### Where the registers sit, run 1

The bar under the picture is 50 um long. Other sequential cells in the stronger grey, the rest of the logic in the fainter grey.
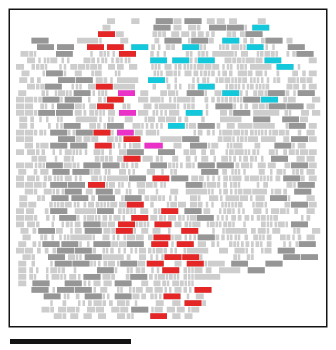
### Clock routing, run 1

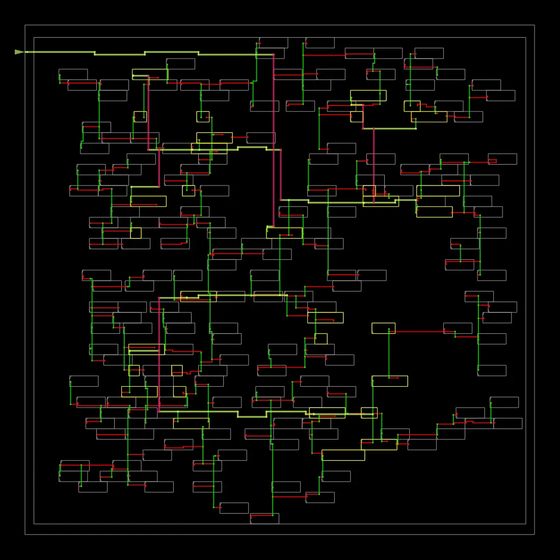
### Sizing map, run 1

The bar under the picture is 50 um long.
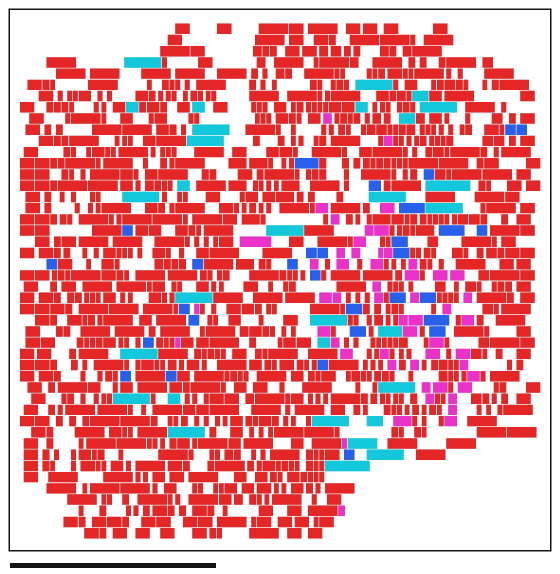
--- src/rtl/jpeg_lane_xor_cmp_if.sv ---
// Handshake bundle for the multi-lane XOR/XNOR comparator: operand stream in,
// per-lane result stream out, and the per-frame totals pulse.
interface jpeg_lane_xor_cmp_if #(
    parameter int WIDTH = 8,
    parameter int LANES = 4,
    parameter int CNT_W = 16
);
    logic                     in_valid;
    logic                     in_ready;
    logic [LANES*WIDTH-1:0]   in_a;
    logic [LANES*WIDTH-1:0]   in_b;
    logic                     in_mode;
    logic                     in_last;
    logic                     out_valid;
    logic                     out_ready;
    logic [LANES*WIDTH-1:0]   out_data;
    logic [LANES-1:0]         out_eq;
    logic                     out_last;
    logic                     frm_valid;
    logic [CNT_W-1:0]         frm_mism;
    logic [CNT_W-1:0]         frm_beats;

    modport master (
        output in_valid, in_a, in_b, in_mode, in_last, out_ready,
        input  in_ready, out_valid, out_data, out_eq, out_last,
        input  frm_valid, frm_mism, frm_beats
    );

    modport slave (
        input  in_valid, in_a, in_b, in_mode, in_last, out_ready,
        output in_ready, out_valid, out_data, out_eq, out_last,
        output frm_valid, frm_mism, frm_beats
    );
endinterface

--- src/rtl/jpeg_lane_xor_cmp.sv ---
// Two-stage multi-lane XOR/XNOR comparator. Stage 1 captures operands, stage 2
// holds the per-lane difference word and equality flags. Output handshakes
// feed saturating per-frame mismatch/beat accumulators reported on frm_*.
module jpeg_lane_xor_cmp #(
    parameter int WIDTH = 8,
    parameter int LANES = 4,
    parameter int CNT_W = 16
) (
    input  logic               clk,
    input  logic               rst,
    jpeg_lane_xor_cmp_if.slave bus
);
    localparam int DW    = LANES * WIDTH;
    localparam int PC_W  = $clog2(LANES + 1);
    localparam int SUM_W = ((CNT_W > PC_W) ? CNT_W : PC_W) + 1;

    // Number of lanes whose equality flag is clear.
    function automatic logic [PC_W-1:0] count_mism(input logic [LANES-1:0] eq);
        logic [PC_W-1:0] n;
        n = {PC_W{1'b0}};
        for (int i = 0; i < LANES; i++) begin
            if (!eq[i]) begin
                n = n + PC_W'(1'b1);
            end else begin
                n = n;
            end
        end
        return n;
    endfunction

    // Add with clamp at the all-ones counter value; never wraps.
    function automatic logic [CNT_W-1:0] sat_add(input logic [CNT_W-1:0] acc,
                                                input logic [PC_W-1:0]  inc);
        logic [SUM_W-1:0] sum;
        logic [SUM_W-1:0] lim;
        sum = SUM_W'(acc) + SUM_W'(inc);
        lim = SUM_W'({CNT_W{1'b1}});
        if (sum > lim) begin
            return {CNT_W{1'b1}};
        end else begin
            return sum[CNT_W-1:0];
        end
    endfunction

    logic             s1_valid_r;
    logic [DW-1:0]    s1_a_r;
    logic [DW-1:0]    s1_b_r;
    logic             s1_mode_r;
    logic             s1_last_r;
    logic             out_valid_r;
    logic [DW-1:0]    out_data_r;
    logic [LANES-1:0] out_eq_r;
    logic             out_last_r;
    logic             frm_valid_r;
    logic [CNT_W-1:0] frm_mism_r;
    logic [CNT_W-1:0] frm_beats_r;
    logic [CNT_W-1:0] mism_acc_r;
    logic [CNT_W-1:0] beat_acc_r;

    logic             s2_en_s;
    logic             s1_en_s;
    logic             out_hs_s;
    logic [DW-1:0]    diff_s;
    logic [DW-1:0]    data_s;
    logic [LANES-1:0] eq_s;
    logic [CNT_W-1:0] mism_next_s;
    logic [CNT_W-1:0] beat_next_s;

    assign s2_en_s  = !out_valid_r || bus.out_ready;
    assign s1_en_s  = !s1_valid_r || s2_en_s;
    assign out_hs_s = out_valid_r && bus.out_ready;

    assign bus.in_ready  = s1_en_s;
    assign bus.out_valid = out_valid_r;
    assign bus.out_data  = out_data_r;
    assign bus.out_eq    = out_eq_r;
    assign bus.out_last  = out_last_r;
    assign bus.frm_valid = frm_valid_r;
    assign bus.frm_mism  = frm_mism_r;
    assign bus.frm_beats = frm_beats_r;

    // Per-lane difference word (mode applied) and mode-independent equality.
    always_comb begin
        diff_s = s1_a_r ^ s1_b_r;
        data_s = s1_mode_r ? ~diff_s : diff_s;
        eq_s   = {LANES{1'b0}};
        for (int i = 0; i < LANES; i++) begin
            eq_s[i] = (diff_s[i*WIDTH +: WIDTH] == {WIDTH{1'b0}});
        end
    end

    // Next accumulator values for the beat currently leaving the block.
    always_comb begin
        mism_next_s = sat_add(mism_acc_r, count_mism(out_eq_r));
        beat_next_s = sat_add(beat_acc_r, PC_W'(1'b1));
    end

    // Stage 1: capture operands whenever the stage can accept a beat.
    always_ff @(posedge clk) begin
        if (rst) begin
            s1_valid_r <= 1'b0;
            s1_a_r     <= {DW{1'b0}};
            s1_b_r     <= {DW{1'b0}};
            s1_mode_r  <= 1'b0;
            s1_last_r  <= 1'b0;
        end else if (s1_en_s) begin
            s1_valid_r <= bus.in_valid;
            if (bus.in_valid) begin
                s1_a_r    <= bus.in_a;
                s1_b_r    <= bus.in_b;
                s1_mode_r <= bus.in_mode;
                s1_last_r <= bus.in_last;
            end
        end
    end

    // Stage 2: registered result; holds stable while downstream stalls.
    always_ff @(posedge clk) begin
        if (rst) begin
            out_valid_r <= 1'b0;
            out_data_r  <= {DW{1'b0}};
            out_eq_r    <= {LANES{1'b0}};
            out_last_r  <= 1'b0;
        end else if (s2_en_s) begin
            out_valid_r <= s1_valid_r;
            if (s1_valid_r) begin
                out_data_r <= data_s;
                out_eq_r   <= eq_s;
                out_last_r <= s1_last_r;
            end
        end
    end

    // Frame accounting: accumulate on output handshake, publish on last beat.
    always_ff @(posedge clk) begin
        if (rst) begin
            frm_valid_r <= 1'b0;
            frm_mism_r  <= {CNT_W{1'b0}};
            frm_beats_r <= {CNT_W{1'b0}};
            mism_acc_r  <= {CNT_W{1'b0}};
            beat_acc_r  <= {CNT_W{1'b0}};
        end else begin
            frm_valid_r <= 1'b0;
            if (out_hs_s) begin
                if (out_last_r) begin
                    frm_valid_r <= 1'b1;
                    frm_mism_r  <= mism_next_s;
                    frm_beats_r <= beat_next_s;
                    mism_acc_r  <= {CNT_W{1'b0}};
                    beat_acc_r  <= {CNT_W{1'b0}};
                end else begin
                    mism_acc_r  <= mism_next_s;
                    beat_acc_r  <= beat_next_s;
                end
            end
        end
    end
endmodule

--- src/flat_wrapper.sv ---
// flat-port wrapper written by rule: the top's interface ports become plain ports
module jpeg_lane_xor_cmp_flat 
#(
    parameter int WIDTH = 8,
    parameter int LANES = 4,
    parameter int CNT_W = 16
)
  (clk, rst, bus_in_valid, bus_in_a, bus_in_b, bus_in_mode, bus_in_last, bus_out_ready, bus_in_ready, bus_out_valid, bus_out_data, bus_out_eq, bus_out_last, bus_frm_valid, bus_frm_mism, bus_frm_beats);
  jpeg_lane_xor_cmp_if #(.WIDTH(WIDTH), .LANES(LANES), .CNT_W(CNT_W)) bus_i ();
  input  logic clk;
  input  logic rst;
  input wire logic [$bits(bus_i.in_valid)-1:0] bus_in_valid;
  input wire logic [$bits(bus_i.in_a)-1:0] bus_in_a;
  input wire logic [$bits(bus_i.in_b)-1:0] bus_in_b;
  input wire logic [$bits(bus_i.in_mode)-1:0] bus_in_mode;
  input wire logic [$bits(bus_i.in_last)-1:0] bus_in_last;
  input wire logic [$bits(bus_i.out_ready)-1:0] bus_out_ready;
  output wire logic [$bits(bus_i.in_ready)-1:0] bus_in_ready;
  output wire logic [$bits(bus_i.out_valid)-1:0] bus_out_valid;
  output wire logic [$bits(bus_i.out_data)-1:0] bus_out_data;
  output wire logic [$bits(bus_i.out_eq)-1:0] bus_out_eq;
  output wire logic [$bits(bus_i.out_last)-1:0] bus_out_last;
  output wire logic [$bits(bus_i.frm_valid)-1:0] bus_frm_valid;
  output wire logic [$bits(bus_i.frm_mism)-1:0] bus_frm_mism;
  output wire logic [$bits(bus_i.frm_beats)-1:0] bus_frm_beats;
  assign bus_i.in_valid = bus_in_valid;
  assign bus_i.in_a = bus_in_a;
  assign bus_i.in_b = bus_in_b;
  assign bus_i.in_mode = bus_in_mode;
  assign bus_i.in_last = bus_in_last;
  assign bus_i.out_ready = bus_out_ready;
  assign bus_in_ready = bus_i.in_ready;
  assign bus_out_valid = bus_i.out_valid;
  assign bus_out_data = bus_i.out_data;
  assign bus_out_eq = bus_i.out_eq;
  assign bus_out_last = bus_i.out_last;
  assign bus_frm_valid = bus_i.frm_valid;
  assign bus_frm_mism = bus_i.frm_mism;
  assign bus_frm_beats = bus_i.frm_beats;
  jpeg_lane_xor_cmp #(.WIDTH(WIDTH), .LANES(LANES), .CNT_W(CNT_W)) u_core (.clk(clk), .rst(rst), .bus(bus_i));
endmodule
--- config.mk ---
export PLATFORM = sky130hd
export DESIGN_NAME = jpeg_lane_xor_cmp_flat
export DESIGN_NICKNAME = d
export VERILOG_FILES = /design/src/rtl/jpeg_lane_xor_cmp_if.sv /design/src/rtl/jpeg_lane_xor_cmp.sv /design/src/flat_wrapper.sv
export SDC_FILE = /design/constraint.sdc
export NUM_CORES = 1
export LEC_CHECK = 0
export ABC_AREA = 1
export CAP_MARGIN = 25
export CORE_MARGIN = 2
export CORE_UTILIZATION = 50
export DETAILED_ROUTE_END_ITERATION = 8
export PLACE_DENSITY = 0.77
export SLEW_MARGIN = 20
export SYNTH_ARGS = -nofsm -noshare
export SYNTH_HDL_FRONTEND = slang
export SYNTH_SLANG_ARGS = --single-unit
--- constraint.sdc ---
create_clock -name clk -period 3.7 [get_ports clk]
set_clock_uncertainty 0.1 [all_clocks]
set_input_delay 0.925 -clock clk [delete_from_list [all_inputs] [get_ports clk]]
set_output_delay 0.925 -clock clk [all_outputs]
set_load 0.02 [all_outputs]
==> impl_results.html, run 1 <==
<!-- implementation run metrics -->
<table>
<tr><th>Metric</th><th>Value</th></tr>
<tr><th colspan="2">Finish</th></tr>
<tr><td>Final Instance Count excl. Fillers</td><td>1432</td></tr>
<tr><td>Sequential standard cell area</td><td>3400 um2</td></tr>
<tr><th colspan="2">Power and ir drop</th></tr>
<tr><td>Sequential cell fraction of total power</td><td>45.1%</td></tr>
<tr><td>Part of the power in combinational logic</td><td>13.6%</td></tr>
<tr><td>Leakage power figure</td><td>4.35 nW</td></tr>
<tr><td>Power per Cell Area</td><td>429 nW/um2</td></tr>
<tr><td>Proportion of power drawn by the clock network</td><td>41.3%</td></tr>
<tr><th colspan="2">Placed design</th></tr>
<tr><td>Half-perimeter wire length of the detailed placement result</td><td>13.6 mm</td></tr>
<tr><td>Placer's final routability congestion estimate</td><td>0.878</td></tr>
<tr><th colspan="2">CTS</th></tr>
<tr><td>Clock-pin transition on the worst setup and hold timing paths</td><td>70 ps</td></tr>
<tr><td>Post-CTS setup-driven buffer insertion count</td><td>0</td></tr>
<tr><td>Total of hold buffers inserted after clock tree synthesis</td><td>0</td></tr>
<tr><th colspan="2">Run</th></tr>
<tr><td>Log Warnings</td><td>29</td></tr>
<tr><th colspan="2">GRT</th></tr>
<tr><td>Maximum number of pins on one net before global-route repair</td><td>76</td></tr>
<tr><th colspan="2">Setup path</th></tr>
<tr><td>R2R Path Start</td><td>u_core.bus.out_eq[0]$_SDFFE_PP0P_</td></tr>
<tr><td>Arrival time of the worst setup path</td><td>3650 ps</td></tr>
<tr><td>Critical setup path kind</td><td>reg -&gt; reg</td></tr>
<tr><th colspan="2">Outcome</th></tr>
<tr><td>Outcome</td><td>completed</td></tr>
<tr><th colspan="2">Routing</th></tr>
<tr><td>DRC violations left</td><td>0</td></tr>
<tr><td>DRT Pass-1 Iters</td><td>6</td></tr>
<tr><th colspan="2">Yosys</th></tr>
<tr><td>Dominant flop cell</td><td>sky130_fd_sc_hd__dfxtp_1</td></tr>
<tr><td>Area reported by Yosys stat</td><td>8070 um2</td></tr>
<tr><td>Number of flip-flops and latches in the synthesized netlist</td><td>170</td></tr>
<tr><td>Number of nets at floorplan</td><td>1163</td></tr>
<tr><th colspan="2">Final timing</th></tr>
<tr><td>WHS</td><td>381 ps</td></tr>
</table>
About 'Where the registers sit':
| colour | name in the netlist | flops |
|---|---|---|
| magenta | u_core.bus.out_eq | 4 |
| cyan | u_core.mism_acc_r | 16 |
| red | u_core.bus.out_data | 32 |
not coloured: 118

About 'Clock routing':
power of the clock network: 0.00182 W
number of sinks driven by the clock tree: 170
CTS Buf Count: 17

About 'Sizing map':
| colour | size | cells | share | most used |
|---|---|---|---|---|
| red | _0 and _1 cells | 1102 | 91% | nor2_1 |
| cyan | _6 and larger | 30 | 2.5% | clkbuf_16 |
| magenta | _2 cells | 54 | 4.4% | nand2_2 |
| blue | _3 and _4 cells | 30 | 2.5% | buf_4 |
number of non-clock buffers: 158
Syn-to-layout area delta: 27.0%
Worst Setup Slack, final: 315 ps
design area: 10200 um2

run 1: area by class of cell:
type | count | share of cell area (%)
Clock buffer | 17 | 4.15
Clock inverter | 15 | 1.78
Tap cell | 216 | 2.64
Timing Repair Buffer | 158 | 15.1
Sequential cell | 170 | 33.2
Multi-Input combinational cell | 752 | 39.3
Inverter | 104 | 3.81
run 1: state kept, by name (all words and copies together) (netlist names), 4 cells and up:
register / count
u_core.s1_b_r: 32
u_core.mism_acc_r: 16
u_core.bus.frm_beats: 16
u_core.bus.out_eq: 4
u_core.s1_a_r: 32
u_core.bus.out_data: 32
u_core.bus.frm_mism: 16
u_core.beat_acc_r: 16
run 1: cell families (layout without fill, tap and decap cells):
kind of cell / Yosys count / count (layout) / share of synthesized area [%]
and+or+nand+nor: 452 / 452 / 25.0
AOI/OAI and AO/OA: 211 / 211 / 14.4
DFF: 170 / 170 / 42.2
buffers and inverters: 161 / 294 / 8.20
xor gates and xnor gates: 79 / 79 / 8.57
adders and majority gates: 10 / 10 / 1.64
run 1: cell usage in the layout, fill, tap and decap left out, types with 19 or more instances in the layout:
cell type / instances
sky130_fd_sc_hd__a21oi_1: 27
sky130_fd_sc_hd__nand2_2: 19
sky130_fd_sc_hd__clkdlybuf4s50_1: 140
sky130_fd_sc_hd__inv_1: 100
sky130_fd_sc_hd__xnor2_1: 38
sky130_fd_sc_hd__dfxtp_1: 169
sky130_fd_sc_hd__nor2_1: 225
sky130_fd_sc_hd__xor2_1: 41
sky130_fd_sc_hd__o21ai_0: 141
sky130_fd_sc_hd__nand2_1: 131
sky130_fd_sc_hd__nand3_1: 25
run 1: routing by layer:
metal  global-route usage [%]  routed length (um)  vias up
li1                         -                   -     3684
met2                     37.4                8800      186
met4                     7.70                 352        0
met3                     5.70                1030       25
met1                     29.9                8680     3243
met5                        0                   0        -
==> inputs of run 2 (changes only) <==
==> constraint.sdc (replaced) <==
create_clock -name clk -period 3.7 [get_ports clk]
set_clock_uncertainty 0.1 [all_clocks]
set_input_delay 0.925 -clock clk [delete_from_list [all_inputs] [get_ports clk]]
set_output_delay 0.925 -clock clk [all_outputs]
set_load 0.05 [all_outputs]
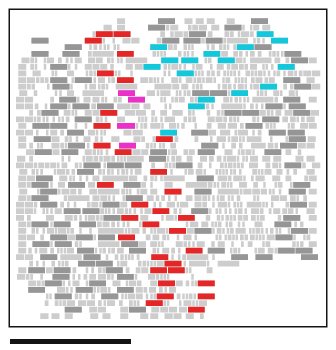
*Where the registers sit, run 2*
The bar under the picture is 50 um long. Other sequential cells in the stronger grey, the rest of the logic in the fainter grey.
| colour | name in the netlist | flops |
|---|---|---|
| red | u_core.bus.out_data | 32 |
| cyan | u_core.mism_acc_r | 16 |
| magenta | u_core.bus.out_eq | 4 |

==> run 2 against run 1 <==
Against the previous run:
- wire length about the same
- global-route usage shrank 0.33 points
- area after synthesis is the same
- flip-flop count did not move
- register-to-register slack hardly changed
- sequential power is essentially flat
- core utilization fell by 0.14 points
- first-iteration DRC count fell by 12%
- critical path depth is the same
- clock power about the same
- non-clock buffer count decreased by 3
- critical path type unchanged
- largest cell class unchanged
- largest power group unchanged
==> impl_results.html, run 2 <==
<!-- implementation run metrics -->
<table>
<tr><th>Metric</th><th>Value</th></tr>
<tr><th colspan="2">Power and ir drop</th></tr>
<tr><td>Part of the power in combinational logic</td><td>15.1%</td></tr>
<tr><td>Proportion of power drawn by the clock network</td><td>40.6%</td></tr>
<tr><td>Sequential cell fraction of total power</td><td>44.2%</td></tr>
<tr><td>Power of the clock network</td><td>0.00182 W</td></tr>
<tr><td>Power per Cell Area</td><td>438 nW/um2</td></tr>
<tr><td>Leakage power figure</td><td>4.34 nW</td></tr>
<tr><td>Power Sequential</td><td>0.00198 W</td></tr>
<tr><th colspan="2">Setup path</th></tr>
<tr><td>Arrival time of the worst setup path</td><td>3580 ps</td></tr>
<tr><td>Worst setup slack for register-to-register paths</td><td>300 ps</td></tr>
<tr><td>Critical path, cell by cell</td><td>inv_1 -&gt; ha_1 -&gt; xnor2_1 -&gt; ha_1 -&gt; inv_1 -&gt; o21ai_1 -&gt; inv_1 -&gt; fa_1 -&gt; inv_1 -&gt; nand2_1 -&gt; a21oi_2 -&gt; nand2_2 -&gt; nor2_2 -&gt; nand4_1 -&gt; buf_4 -&gt; nor2_1 -&gt; nor2_1 -&gt; nand2_1 -&gt; a21oi_1</td></tr>
<tr><td>Critical setup path kind</td><td>reg -&gt; reg</td></tr>
<tr><td>R2R Path Start</td><td>u_core.bus.out_eq[1]$_SDFFE_PP0P_</td></tr>
<tr><th colspan="2">CTS</th></tr>
<tr><td>Total of hold buffers inserted after clock tree synthesis</td><td>0</td></tr>
<tr><td>Number of sinks driven by the clock tree</td><td>170</td></tr>
<tr><td>H-tree depth</td><td>4</td></tr>
<tr><td>Max Root-Sink Buffers</td><td>2</td></tr>
<tr><td>Clock-pin transition on the worst setup and hold timing paths</td><td>70 ps</td></tr>
<tr><td>Post-CTS setup-driven buffer insertion count</td><td>0</td></tr>
<tr><td>Resized cells post-CTS</td><td>0</td></tr>
<tr><td>CTS Buf Count</td><td>17</td></tr>
<tr><th colspan="2">Routing</th></tr>
<tr><td>DRT Pass-1 Iters</td><td>5</td></tr>
<tr><td>Initial DRC Count</td><td>400</td></tr>
<tr><td>DRC violations left</td><td>0</td></tr>
<tr><td>Wirelength per Cell</td><td>13.2 um</td></tr>
<tr><th colspan="2">Finish</th></tr>
<tr><td>Syn-to-layout area delta</td><td>26.7%</td></tr>
<tr><td>Dominant logic cell types in the final layout</td><td>225 x sky130_fd_sc_hd__nor2_1, 169 x sky130_fd_sc_hd__dfxtp_1, 141 x sky130_fd_sc_hd__o21ai_0</td></tr>
<tr><td>Design area</td><td>10200 um2</td></tr>
<tr><td>Most numerous logic cell after layout</td><td>sky130_fd_sc_hd__nor2_1</td></tr>
<tr><td>Final Instance Count excl. Fillers</td><td>1429</td></tr>
<tr><td>Core Util, Final</td><td>64.6%</td></tr>
<tr><th colspan="2">Final timing</th></tr>
<tr><td>Max transition margin</td><td>43.3%</td></tr>
<tr><td>Number of setup violations in the final report</td><td>0</td></tr>
<tr><td>Fmax achieved</td><td>0.295 GHz</td></tr>
<tr><td>WHS</td><td>381 ps</td></tr>
<tr><td>Worst Setup Slack, final</td><td>305 ps</td></tr>
<tr><th colspan="2">Yosys</th></tr>
<tr><td>Dominant flop cell</td><td>sky130_fd_sc_hd__dfxtp_1</td></tr>
<tr><td>Area reported by Yosys stat</td><td>8070 um2</td></tr>
<tr><td>Number of nets at floorplan</td><td>1163</td></tr>
<tr><td>Dominant cells by area after synthesis</td><td>sky130_fd_sc_hd__dfxtp_1 42%, sky130_fd_sc_hd__nor2_1 11%, sky130_fd_sc_hd__o21ai_0 8.8%, sky130_fd_sc_hd__nand2_1 6.1%, sky130_fd_sc_hd__inv_1 4.7%</td></tr>
<tr><td>Number of flip-flops and latches in the synthesized netlist</td><td>170</td></tr>
<tr><th colspan="2">Placed design</th></tr>
<tr><td>Number of placed instances with taps included</td><td>1396</td></tr>
<tr><td>Placer's final routability congestion estimate</td><td>0.847</td></tr>
<tr><td>Count of port buffers added during placement</td><td>141</td></tr>
<tr><td>Half-perimeter wire length of the detailed placement result</td><td>13.0 mm</td></tr>
<tr><th colspan="2">Outcome</th></tr>
<tr><td>Outcome</td><td>completed</td></tr>
<tr><th colspan="2">Run</th></tr>
<tr><td>Log Warnings</td><td>29</td></tr>
<tr><th colspan="2">GRT</th></tr>
<tr><td>Maximum number of pins on one net before global-route repair</td><td>72</td></tr>
</table>
[run 2: how the worst min path moves through the flow]
stage	from	endpoint	slack [ps]	cells past startpoint
2_1_floorplan	u_core.mism_acc_r[0]$_SDFFE_PP0P_	u_core.mism_acc_r[0]$_SDFFE_PP0P_	350	2
3_3_place_gp	u_core.mism_acc_r[2]$_SDFFE_PP0P_	u_core.mism_acc_r[2]$_SDFFE_PP0P_	360	2
3_5_place_dp	u_core.mism_acc_r[2]$_SDFFE_PP0P_	u_core.mism_acc_r[2]$_SDFFE_PP0P_	370	2
4_1_cts	u_core.mism_acc_r[2]$_SDFFE_PP0P_	u_core.mism_acc_r[2]$_SDFFE_PP0P_	380	2
5_1_grt	u_core.s1_a_r[5]$_SDFFE_PP0P_	u_core.s1_a_r[5]$_SDFFE_PP0P_	420	2
6_report	u_core.mism_acc_r[2]$_SDFFE_PP0P_	u_core.mism_acc_r[2]$_SDFFE_PP0P_	380	2
[run 2: per-layer routing]
metal / routed length (um) / global-route usage [%]
met1: 8880 / 30.1
met3: 933 / 4.97
met4: 281 / 7.32
met5: 0 / 0
met2: 8760 / 36.6
[run 2: layout make-up]
cell class	count	area [um2]	share of cell area, %
multi-input combinational	752	4020	39.3
inverter	104	390	3.82
timing repair buffer	155	1530	15.0
clock buffer	17	425	4.16
sequential	170	3400	33.3
tap	216	270	2.64
clock inverter	15	181	1.77
[run 2: logic make-up (layout without fill, tap and decap cells)]
logic type | after synthesis | count (layout) | synth area share [%]
AND/OR/NAND/NOR | 452 | 452 | 25.0
AND-OR/OR-AND | 211 | 211 | 14.4
buffers and inverters | 161 | 291 | 8.20
adder cells (fa/ha/maj) | 10 | 10 | 1.64
flip-flops | 170 | 170 | 42.2
XOR/XNOR | 79 | 79 | 8.57
==> inputs of run 3 (changes only) <==
--- a/config.mk
+++ b/config.mk
@@ -10,7 +10,8 @@
 export CORE_MARGIN = 2
 export CORE_UTILIZATION = 50
 export DETAILED_ROUTE_END_ITERATION = 8
-export PLACE_DENSITY = 0.77
+export PLACE_DENSITY = 0.76
+export REMOVE_ABC_BUFFERS = 1
 export SLEW_MARGIN = 20
 export SYNTH_ARGS = -nofsm -noshare
 export SYNTH_HDL_FRONTEND = slang
==> constraint.sdc (replaced) <==
create_clock -name clk -period 3.7 [get_ports clk]
set_clock_uncertainty 0.1 [all_clocks]
set_input_delay 0.925 -clock clk [delete_from_list [all_inputs] [get_ports clk]]
set_output_delay 0.925 -clock clk [all_outputs]
set_load 0.005 [all_outputs]
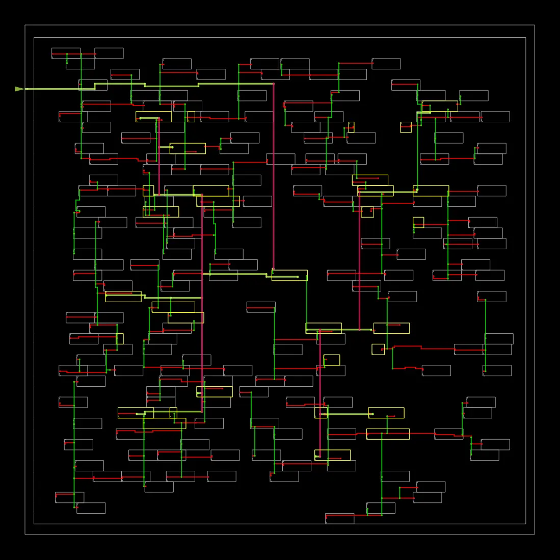
*Clock routing, run 3*
power of the clock network: 0.00189 W
flip-flop and latch count: 170
clock latency on the worst-skew pair: 430 ps

==> run 3 against run 2 <==
Against the previous run:
- flip-flop count is the same
- critical path depth stayed put
- wire length shrank 1.6%
- non-clock buffer count decreased by 1
- highest routed layer unchanged
- sequential share of layout area is essentially flat
- clock power increased by 4%
==> impl_results.html, run 3 <==
<!-- implementation run metrics -->
<table>
<tr><th>Metric</th><th>Value</th></tr>
<tr><th colspan="2">Finish</th></tr>
<tr><td>Fraction of area in registers</td><td>33.3%</td></tr>
<tr><td>Layout clock buffer count</td><td>18</td></tr>
<tr><td>Fraction of area in clock buffers and inverters</td><td>6.10%</td></tr>
<tr><td>Non-Clock Buffer Area Fraction</td><td>14.8%</td></tr>
<tr><td>Leading cell category by total area</td><td>multi-input combinational cells</td></tr>
<tr><td>Syn-to-layout area delta</td><td>26.8%</td></tr>
<tr><td>Number of non-clock buffers</td><td>154</td></tr>
<tr><td>Most numerous logic cell after layout</td><td>sky130_fd_sc_hd__nor2_1</td></tr>
<tr><td>Final Instance Count excl. Fillers</td><td>1428</td></tr>
<tr><th colspan="2">Yosys</th></tr>
<tr><td>Dominant cells by area after synthesis</td><td>sky130_fd_sc_hd__dfxtp_1 42%, sky130_fd_sc_hd__nor2_1 11%, sky130_fd_sc_hd__o21ai_0 8.8%, sky130_fd_sc_hd__nand2_1 6.1%, sky130_fd_sc_hd__inv_1 4.7%</td></tr>
<tr><td>Number of flip-flops and latches in the synthesized netlist</td><td>170</td></tr>
<tr><td>Dominant flop cell</td><td>sky130_fd_sc_hd__dfxtp_1</td></tr>
<tr><th colspan="2">Power and ir drop</th></tr>
<tr><td>Power per Cell Area</td><td>432 nW/um2</td></tr>
<tr><td>Leakage power figure</td><td>4.34 nW</td></tr>
<tr><th colspan="2">Routing</th></tr>
<tr><td>DRC violations left</td><td>0</td></tr>
<tr><td>Amount of wire on met3 after detailed routing</td><td>1.01 mm</td></tr>
<tr><td>Sum of routed wire segments on met1</td><td>8.18 mm</td></tr>
<tr><td>Wirelength per Cell</td><td>13.0 um</td></tr>
<tr><th colspan="2">GRT</th></tr>
<tr><td>Routing usage on met1</td><td>27.9%</td></tr>
<tr><th colspan="2">CTS</th></tr>
<tr><td>Max Root-Sink Buffers</td><td>2</td></tr>
<tr><td>Number of sinks driven by the clock tree</td><td>170</td></tr>
<tr><td>Total of hold buffers inserted after clock tree synthesis</td><td>0</td></tr>
<tr><td>Clock-pin transition on the worst setup and hold timing paths</td><td>60 ps</td></tr>
<tr><th colspan="2">Placed design</th></tr>
<tr><td>Number of placed instances with taps included</td><td>1396</td></tr>
<tr><td>Placer's final routability congestion estimate</td><td>0.829</td></tr>
<tr><td>Count of port buffers added during placement</td><td>141</td></tr>
<tr><td>Half-perimeter wire length of the detailed placement result</td><td>12.3 mm</td></tr>
<tr><th colspan="2">Setup path</th></tr>
<tr><td>Worst setup slack for register-to-register paths</td><td>350 ps</td></tr>
<tr><td>Arrival time of the worst setup path</td><td>3600 ps</td></tr>
<tr><td>Critical path, cell by cell</td><td>inv_1 -&gt; ha_1 -&gt; xnor2_1 -&gt; ha_1 -&gt; inv_1 -&gt; o21ai_1 -&gt; inv_1 -&gt; fa_1 -&gt; inv_1 -&gt; nand2_1 -&gt; a21oi_2 -&gt; nand2_2 -&gt; nor2_2 -&gt; nand4_1 -&gt; nor2_1 -&gt; nor2_1 -&gt; nor2_2 -&gt; nand2_1 -&gt; a21oi_1</td></tr>
<tr><th colspan="2">Final timing</th></tr>
<tr><td>Worst Setup Slack, final</td><td>351 ps</td></tr>
<tr><td>Number of setup violations in the final report</td><td>0</td></tr>
<tr><td>Fmax achieved</td><td>0.299 GHz</td></tr>
<tr><th colspan="2">Outcome</th></tr>
<tr><td>Outcome</td><td>completed</td></tr>
</table>
==> run 3: cell count changes in the layout (fill, tap and decap cells not counted), sizes merged <==
cell,previous run,this run
clkinv,5,4
inv,110,107
clkinvlp,2,3
clkbuf,17,18
bufinv,2,4
clkdlybuf4s50,139,140
buf,16,14
==> run 3: logic make-up (layout without fill, tap and decap cells) <==
logic type      count (synthesis)  count (layout)  synth area share (%)
flops                         170             170                  42.2
xor+xnor                       79              79                  8.57
fa+ha+maj                      10              10                  1.64
compound gates                211             211                  14.4
buf+inv                       161             290                  8.20
simple gates                  452             452                  25.0
==> run 3: path summary, 6_finish.rpt <==
kind	to	cells after the start	from
min reg2reg	u_core.mism_acc_r[2]$_SDFFE_PP0P_	2	u_core.mism_acc_r[2]$_SDFFE_PP0P_
max reg2reg	u_core.mism_acc_r[14]$_SDFFE_PP0P_	19	u_core.bus.out_eq[0]$_SDFFE_PP0P_
min	u_core.mism_acc_r[2]$_SDFFE_PP0P_	2	u_core.mism_acc_r[2]$_SDFFE_PP0P_
max	u_core.mism_acc_r[14]$_SDFFE_PP0P_	19	u_core.bus.out_eq[0]$_SDFFE_PP0P_
==> run 3: through the flow <==
| step | area [um2] | power (W) | utilization, % | hold WS (ps) |
|---|---|---|---|---|
| floorplan | 7800 | 0.00232 | - | 343 |
| global placement | 9590 | 0.00256 | 60.6 | 360 |
| detailed placement | 9590 | 0.00257 | 60.6 | 361 |
| CTS | 10200 | 0.00446 | 64.5 | 371 |
| global route | 10200 | 0.00460 | 64.6 | 415 |
| finish | 10200 | 0.00442 | 64.6 | 375 |
==> run 3: where the power goes <==
group / internal, W / leakage, nW / switching [W]
Combinational: 0.000274 / 2.65 / 0.000270
Clock: 0.00114 / 0.299 / 0.000756
Sequential: 0.00192 / 1.39 / 0.0000631
Total: 0.00333 / 4.34 / 0.00109
Power figures rest on the tool's default switching activity, not on a simulated workload.
